### config.mk
export PLATFORM = sky130hd
export DESIGN_NAME = r_type_issue
export DESIGN_NICKNAME = d
export VERILOG_FILES = /design/src/rtl/r_type_pkg.sv /design/src/rtl/r_type_issue_reg_file.sv /design/src/rtl/r_type_issue.sv
export SDC_FILE = /design/constraint.sdc
export NUM_CORES = 2
export LEC_CHECK = 0
export CAP_MARGIN = 10
export CORE_UTILIZATION = 28
export DETAILED_ROUTE_END_ITERATION = 7
export GPL_ROUTABILITY_DRIVEN = 0
export HOLD_SLACK_MARGIN = 0.15
export SKIP_LAST_GASP = 1
export SLEW_MARGIN = 30
export SYNTH_ARGS = -nofsm -noshare
export SYNTH_HDL_FRONTEND = slang
export SYNTH_SLANG_ARGS = --single-unit
### constraint.sdc
create_clock -name clk -period 41.4 [get_ports clk]
set_input_delay 4.14 -clock clk [delete_from_list [all_inputs] [get_ports clk]]
set_output_delay 4.14 -clock clk [all_outputs]
set_load 0.1 [all_outputs]
### src/rtl/r_type_pkg.sv
// r_type_pkg: shared constants, field positions and FSM encoding for the R-type issue block.
package r_type_pkg;
  localparam logic [5:0] OP_RTYPE = 6'd0;
  localparam logic [5:0] F_ADDU = 6'b001001;
  localparam logic [5:0] F_SUBU = 6'b001010;
  localparam logic [5:0] F_OR = 6'b010010;
  localparam logic [5:0] F_SRL = 6'b100010;
  localparam int OP_LSB = 26;
  localparam int RS_LSB = 21;
  localparam int RT_LSB = 16;
  localparam int RD_LSB = 11;
  localparam int SH_LSB = 6;
  localparam int FN_LSB = 0;
  typedef enum logic [1:0] {IDLE, READ, EXEC, WB} state_e;
  function automatic logic is_legal(input logic [31:0] w);
    logic [5:0] fn;
    fn = w[FN_LSB+:6];
    return w[OP_LSB+:6] == OP_RTYPE && (fn == F_ADDU || fn == F_SUBU || fn == F_OR || fn == F_SRL);
  endfunction
endpackage

### src/rtl/r_type_issue_reg_file.sv
// reg_file: 32x32 register file, three async read ports, one write port, R[0] never written.
module reg_file #(
  parameter int NREG = 32
) (
  input  logic        clk,
  input  logic        rst,
  input  logic        we_i,
  input  logic [4:0]  wa_i,
  input  logic [31:0] wd_i,
  input  logic [4:0]  rs_addr_i,
  input  logic [4:0]  rt_addr_i,
  input  logic [4:0]  dbg_addr_i,
  output logic [31:0] rs_data_o,
  output logic [31:0] rt_data_o,
  output logic [31:0] dbg_data_o
);
  logic [31:0] mem_q [NREG];
  always_ff @(posedge clk or posedge rst) begin
    if (rst) begin
      for (int i = 0; i < NREG; i++) mem_q[i] <= '0;
    end else if (we_i && wa_i != 5'd0) begin
      mem_q[wa_i] <= wd_i;
    end
  end
  assign rs_data_o = mem_q[rs_addr_i];
  assign rt_data_o = mem_q[rt_addr_i];
  assign dbg_data_o = mem_q[dbg_addr_i];
endmodule

### src/rtl/r_type_issue.sv
// r_type_issue: four-state issue/execute/writeback engine for R-type ALU instructions.
module r_type_issue
  import r_type_pkg::*;
#(
  parameter int NREG = 32
) (
  input  logic        clk,
  input  logic        rst,
  input  logic        instr_valid,
  input  logic [31:0] instr,
  output logic        instr_ready,
  input  logic        ld_en,
  input  logic [4:0]  ld_addr,
  input  logic [31:0] ld_data,
  output logic [31:0] src_data,
  output logic [31:0] tar_data,
  output logic [4:0]  shamt,
  output logic [5:0]  funct,
  input  logic [31:0] alu_result,
  output logic        done,
  output logic        illegal,
  output logic [4:0]  wb_addr,
  output logic [31:0] wb_data,
  input  logic [4:0]  dbg_addr,
  output logic [31:0] dbg_data
);
  state_e state_q, state_d;
  logic [31:0] instr_q, a_q, b_q, res_q, wb_data_q, rs_data, rt_data;
  logic [4:0] wb_addr_q, rd;
  logic done_q, illegal_q, legal, we;
  assign rd = instr_q[RD_LSB+:5];
  assign legal = is_legal(instr_q);
  // WB and preload never collide: preload is only honoured in IDLE.
  assign we = state_q == WB || (state_q == IDLE && ld_en);
  reg_file #(.NREG(NREG)) u_rf (
    .clk(clk),
    .rst(rst),
    .we_i(we),
    .wa_i(state_q == WB ? rd : ld_addr),
    .wd_i(state_q == WB ? res_q : ld_data),
    .rs_addr_i(instr_q[RS_LSB+:5]),
    .rt_addr_i(instr_q[RT_LSB+:5]),
    .dbg_addr_i(dbg_addr),
    .rs_data_o(rs_data),
    .rt_data_o(rt_data),
    .dbg_data_o(dbg_data)
  );
  always_ff @(posedge clk or posedge rst) begin
    if (rst) state_q <= IDLE;
    else state_q <= state_d;
  end
  always_comb begin
    state_d = state_q == IDLE ? (instr_valid ? READ : IDLE) :
              state_q == READ ? (legal ? EXEC : IDLE) :
              state_q == EXEC ? WB : IDLE;
  end
  always_comb begin
    instr_ready = state_q == IDLE;
    src_data = state_q == EXEC ? a_q : '0;
    tar_data = state_q == EXEC ? b_q : '0;
    shamt = state_q == EXEC ? instr_q[SH_LSB+:5] : '0;
    funct = state_q == EXEC ? instr_q[FN_LSB+:6] : '0;
    done = done_q;
    illegal = illegal_q;
    wb_addr = wb_addr_q;
    wb_data = wb_data_q;
  end
  always_ff @(posedge clk or posedge rst) begin
    if (rst) begin
      instr_q <= '0;
      a_q <= '0;
      b_q <= '0;
      res_q <= '0;
      done_q <= 1'b0;
      illegal_q <= 1'b0;
      wb_addr_q <= '0;
      wb_data_q <= '0;
    end else begin
      if (state_q == IDLE && instr_valid) instr_q <= instr;
      if (state_q == READ) begin
        a_q <= rs_data;
        b_q <= rt_data;
      end
      if (state_q == EXEC) res_q <= alu_result;
      done_q <= state_q == WB;
      illegal_q <= state_q == READ && !legal;
      if (state_q == WB) begin
        wb_addr_q <= rd;
        wb_data_q <= res_q;
      end
    end
  end
endmodule

**Where the registers sit**

Other sequential cells in the stronger gray, the rest of the logic in the fainter gray.
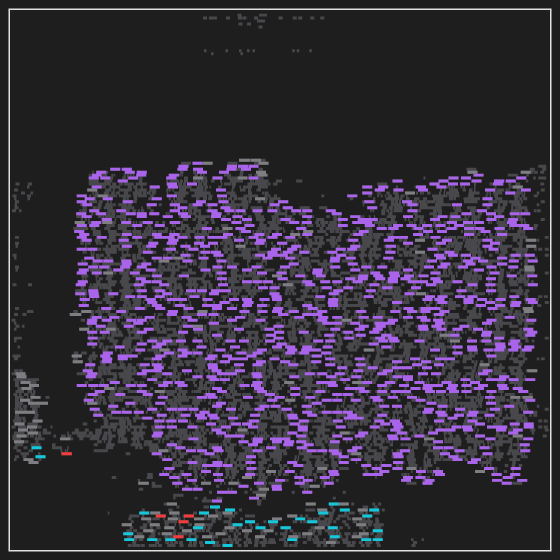
legend:
  cyan:
    netlist_name: `wb_data`
    sequential_cells: 32
  red:
    netlist_name: `wb_addr`
    sequential_cells: 5
  purple:
    netlist_name: `u_rf.mem_q`
    sequential_cells: 1024
not colored: 132
flop share of the area: 0.383
Storage cell area: 0.0299 mm^2
final standard cell utilization of the core: 0.323
sequential group power: 1.70 mW

**Clock wires, drivers and flops**

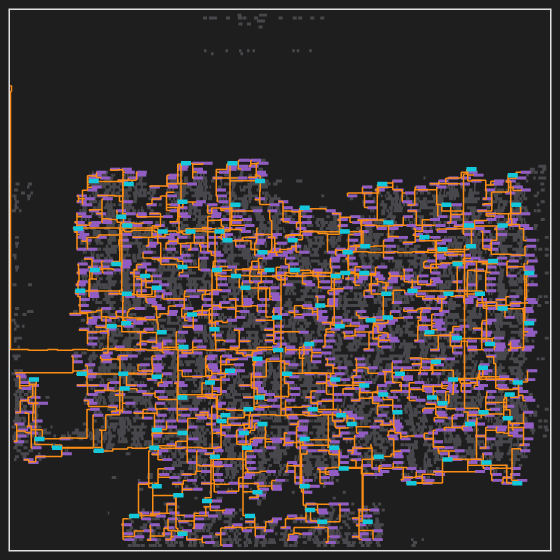
legend:
  cyan:
    item: clock drivers
    count: 132
  purple:
    item: flip-flops
    count: 1193
  orange:
    item: clock wires
    length: 17100 um
routed clock nets: 133
clock insertion delay at the later pin of the skew report: 820 ps
Clk pwr share: 0.295
Power Clock: 1.24 mW

==> summary.txt <==
The full implementation flow was run.

The clock passes through at most 3 buffers. The maximum clock frequency stands at 76.0 MHz. The fraction of the yosys area taken by sequential cells stands at 0.438. The area of the multi-input gates stands at 0.0356 mm^2. The worst setup path is launched from a primary input. The first global-routing pass estimated 376000 um of wire. At floorplan, the net count of the design was reported as 6564. Counting only logic cells after layout, the most numerous master is sky130_fd_sc_hd__dfrtp_1.

The stage delay of the slowest cell on the critical path stands at 980 ps. For this run, the final setup violation count is recorded as 0. Per the STA report, the cell with the highest stage delay on the worst path is sky130_fd_sc_hd__clkdlybuf4s50_1. The final critical delay including setup and external delays stands at 13160 ps. The area overhead of the layout relative to synthesis stands at 14.3%. For this floorplan the total number of well-tap instances is 3185. The post-placement cell area is 0.0733 mm^2.

The reported combinational group power stands at 1.27 mW. The highest supply drop recorded on VDD is 0.0340 mV. The root buffer cell chosen for the clock tree is sky130_fd_sc_hd__clkbuf_16. The warning tally printed by Yosys for this design is 0. Before antenna repair, the detailed router went through 6 iterations. The final worst hold slack stands at 422 ps. The initial antenna violation count came to 19.

After routing, the total negative slack on setup checks comes to 0 ps. The total number of vias stands at 55284. The fraction of registers with async set/reset stands at 1.00. The share of the core area taken by cells at floorplan is 0.283. The non-clock buffer count in the final layout stands at 411. The count of H-tree levels built during CTS stands at 4.

Looking at area per cell type in the netlist, the leader is sky130_fd_sc_hd__dfrtp_1. Detailed-route iteration 0 reported a violation count of 6024. The hold-fix buffer count after cts stands at 0.

In this run, the synthesized area fraction spent on AND-OR/OR-AND gates is recorded as 0.168. The proportion of cell area spent on the clock network stands at 0.0577. The most common cell in the synthesized netlist is sky130_fd_sc_hd__dfrtp_1. TritonRoute output was used to compute an average wire per cell of 26.9 um. Recorded from the global router log, the overflow total was 0.

The number of distinct library cells after synthesis stands at 55. The number of diodes added for antenna fixing stands at 3. The register with the most flip-flops in the layout has 1024 of them. Setup repair after global routing left no endpoint under its margin. Ranked by total area, the top cell class in this layout is combinational gates. The number of sequential storage elements stands at 1193. The data required time of the critical path stands at 37260 ps.

The non-clock buffering overhead in the final layout stands at 0.0513. The number of gates resized after CTS was 0. Averaged over all synthesized cells, the footprint is 10.6 um^2. The total wire length after detailed routing stands at 258000 um. The worst setup path is of the primary input to primary output kind. Per the post-run analysis, buffers plus inverters along the critical path come to 5.

More flip-flops sit in one register than any other, and that register is u_rf.mem_q. The worst setup path is captured at a primary output. The final worst-path cycle share stands at 0.318. The number of global-route vias before repair came to 54259. In the layout the commonest cells are 1189 x sky130_fd_sc_hd__dfrtp_1, 1024 x sky130_fd_sc_hd__mux2i_1, 707 x sky130_fd_sc_hd__a21oi_1. The cell-internal power stands at 2.68 mW. The share of total power in sequential cells stands at 0.404. The reported max-cap violation count stands at 0. The final design area excluding fillers stands at 0.0780 mm^2.

The netlist area before placement stands at 0.0682 mm^2. In this run the power spent charging and discharging nets is 1.53 mW. The number of multi-input combinational cells stands at 4549. The setup slack after placement stands at 28220 ps. The number of nets in the finished design stands at 6400. Of the post-synthesis cell area, the part taken by muxes is 0.272. From left edge to right edge, the die measures 496 um. In the final layout, the fill cell count is 24274.

The total power per unit cell area stands at 54.0 mW/mm^2. The post-route total power stands at 4.21 mW. In the synthesis report, Yosys lists the chip area as 0.0682 mm^2. The count of instantiated cells in the yosys netlist stands at 6454. Looking at the worst setup and hold paths, the clock pins of their registers show a slew of 60 ps. The count of library flops with an enable pin stands at 0.

The critical path goes through buf_8, buf_4, buf_12, buf_16, mux4_2, mux4_2, mux2_2, clkdlybuf4s50_1. The cell family contributing the most delay on the critical path is buffers and inverters. For this run, the detailed router reports a per-instance via density of 5.77. The clock arrives with 38.9 ps of skew. The share of post-route cells with drive strength above 1 stands at 0.139. Synthesis inferred 1193 register bits. The hold violation count in the final report stands at 0. The vertical die dimension stands at 496 um.

The placement report lists the number of port buffers as 256. The non-clock inverter total of the final layout stands at 3. The number of nets still failing antenna checks after routing stands at 0.

TritonCTS built the clock tree. Per the placement report, the placed cell count is 9334. The share of the synthesized area in the top cell type stands at 0.438. The group that draws the most power in this run is registers. The share of power burned in combinational logic stands at 0.301. Once routing completed, OpenROAD measured the worst setup slack at 28240 ps.

The floorplan core area stands at 0.241 mm^2. The count of clock tree sinks stands at 1193. The final max-slew violation count recorded for this run is 0. Clock buffers in the final layout number 178. The timing report shows the most common cell along the critical path to be sky130_fd_sc_hd__mux4_2. Ranked by instance count, the synthesized netlist is headed by 1193 x sky130_fd_sc_hd__dfrtp_1, 1024 x sky130_fd_sc_hd__mux2i_1, 739 x sky130_fd_sc_hd__a21oi_1. Once layout is complete, the cells apart from fillers number 9583. The commonest register cell is sky130_fd_sc_hd__dfrtp_1. Once the clock tree was built, the setup fixing pass inserted 0 buffers. Entering global routing, the biggest net connects 159 pins. The simple logic cell fraction of the synthesized area stands at 0.0760. The worst hold path belongs to the class flop to flop. The I/O pin count stands at 257. The flow ran to the end, and the final reports show no timing, DRC or antenna violations. Per the OpenROAD floorplan log, the area of the die is 0.246 mm^2.

Yosys attributes the largest share of cell area to sky130_fd_sc_hd__dfrtp_1 44%, sky130_fd_sc_hd__mux2i_1 15%, sky130_fd_sc_hd__mux4_2 11%, sky130_fd_sc_hd__a21oi_1 5.4%, sky130_fd_sc_hd__nor2_1 3.2%. The arrival time of data at the worst endpoint is listed as 9020 ps. The OpenROAD warning count stands at 45. Total global-route track usage over all layers is 0.206. The maximum net fanout on the critical path stands at 65. Clock tree synthesis inserted a total of 132 buffers. The pin closest to its max-slew limit shows a slew of 1100 ps. Among the non-sequential cells, multiplexers take the most area.

Of the total power, the share spent switching nets is 0.364. The initialized floorplan defines 180 standard-cell rows. In this run, the synthesized area fraction spent on adder and majority cells is recorded as 0. The HPWL after detailed placement stands at 144000 um. The cell count after synthesis stands at 6454. The post-synthesis xor/xnor area fraction stands at 0.000257. Per the detail_route report, DRC violations left total 0. Per the slew report, the remaining headroom to the max-slew limit stands at 0.265. The leakage power in the latest report is 33.8 nW. The combinational share of cell area stands at 0.457.
[final timing paths]
path,from,end,slack [ps],depth (start not counted)
max,dbg_addr[0],dbg_data[22],28240,8
min,u_rf.mem_q[1007],u_rf.mem_q[1007],420,0
max reg2reg,instr_q[16],b_q[19],35520,9
min reg2reg,u_rf.mem_q[1007],u_rf.mem_q[1007],420,0
max in group asynchronous,rst,u_rf.mem_q[856],33120,7
min in group asynchronous,rst,instr_q[28],3890,2
[per-layer routing]
layer / up-vias / wire, um / GRT usage
met4: 18 / 11700 / 0.0901
met5: - / 107 / 0
met1: 28117 / 106000 / 0.272
met2: 2916 / 118000 / 0.326
met3: 651 / 22000 / 0.0406
li1: 23582 / - / -
Power is estimated from default activity; no workload was simulated.
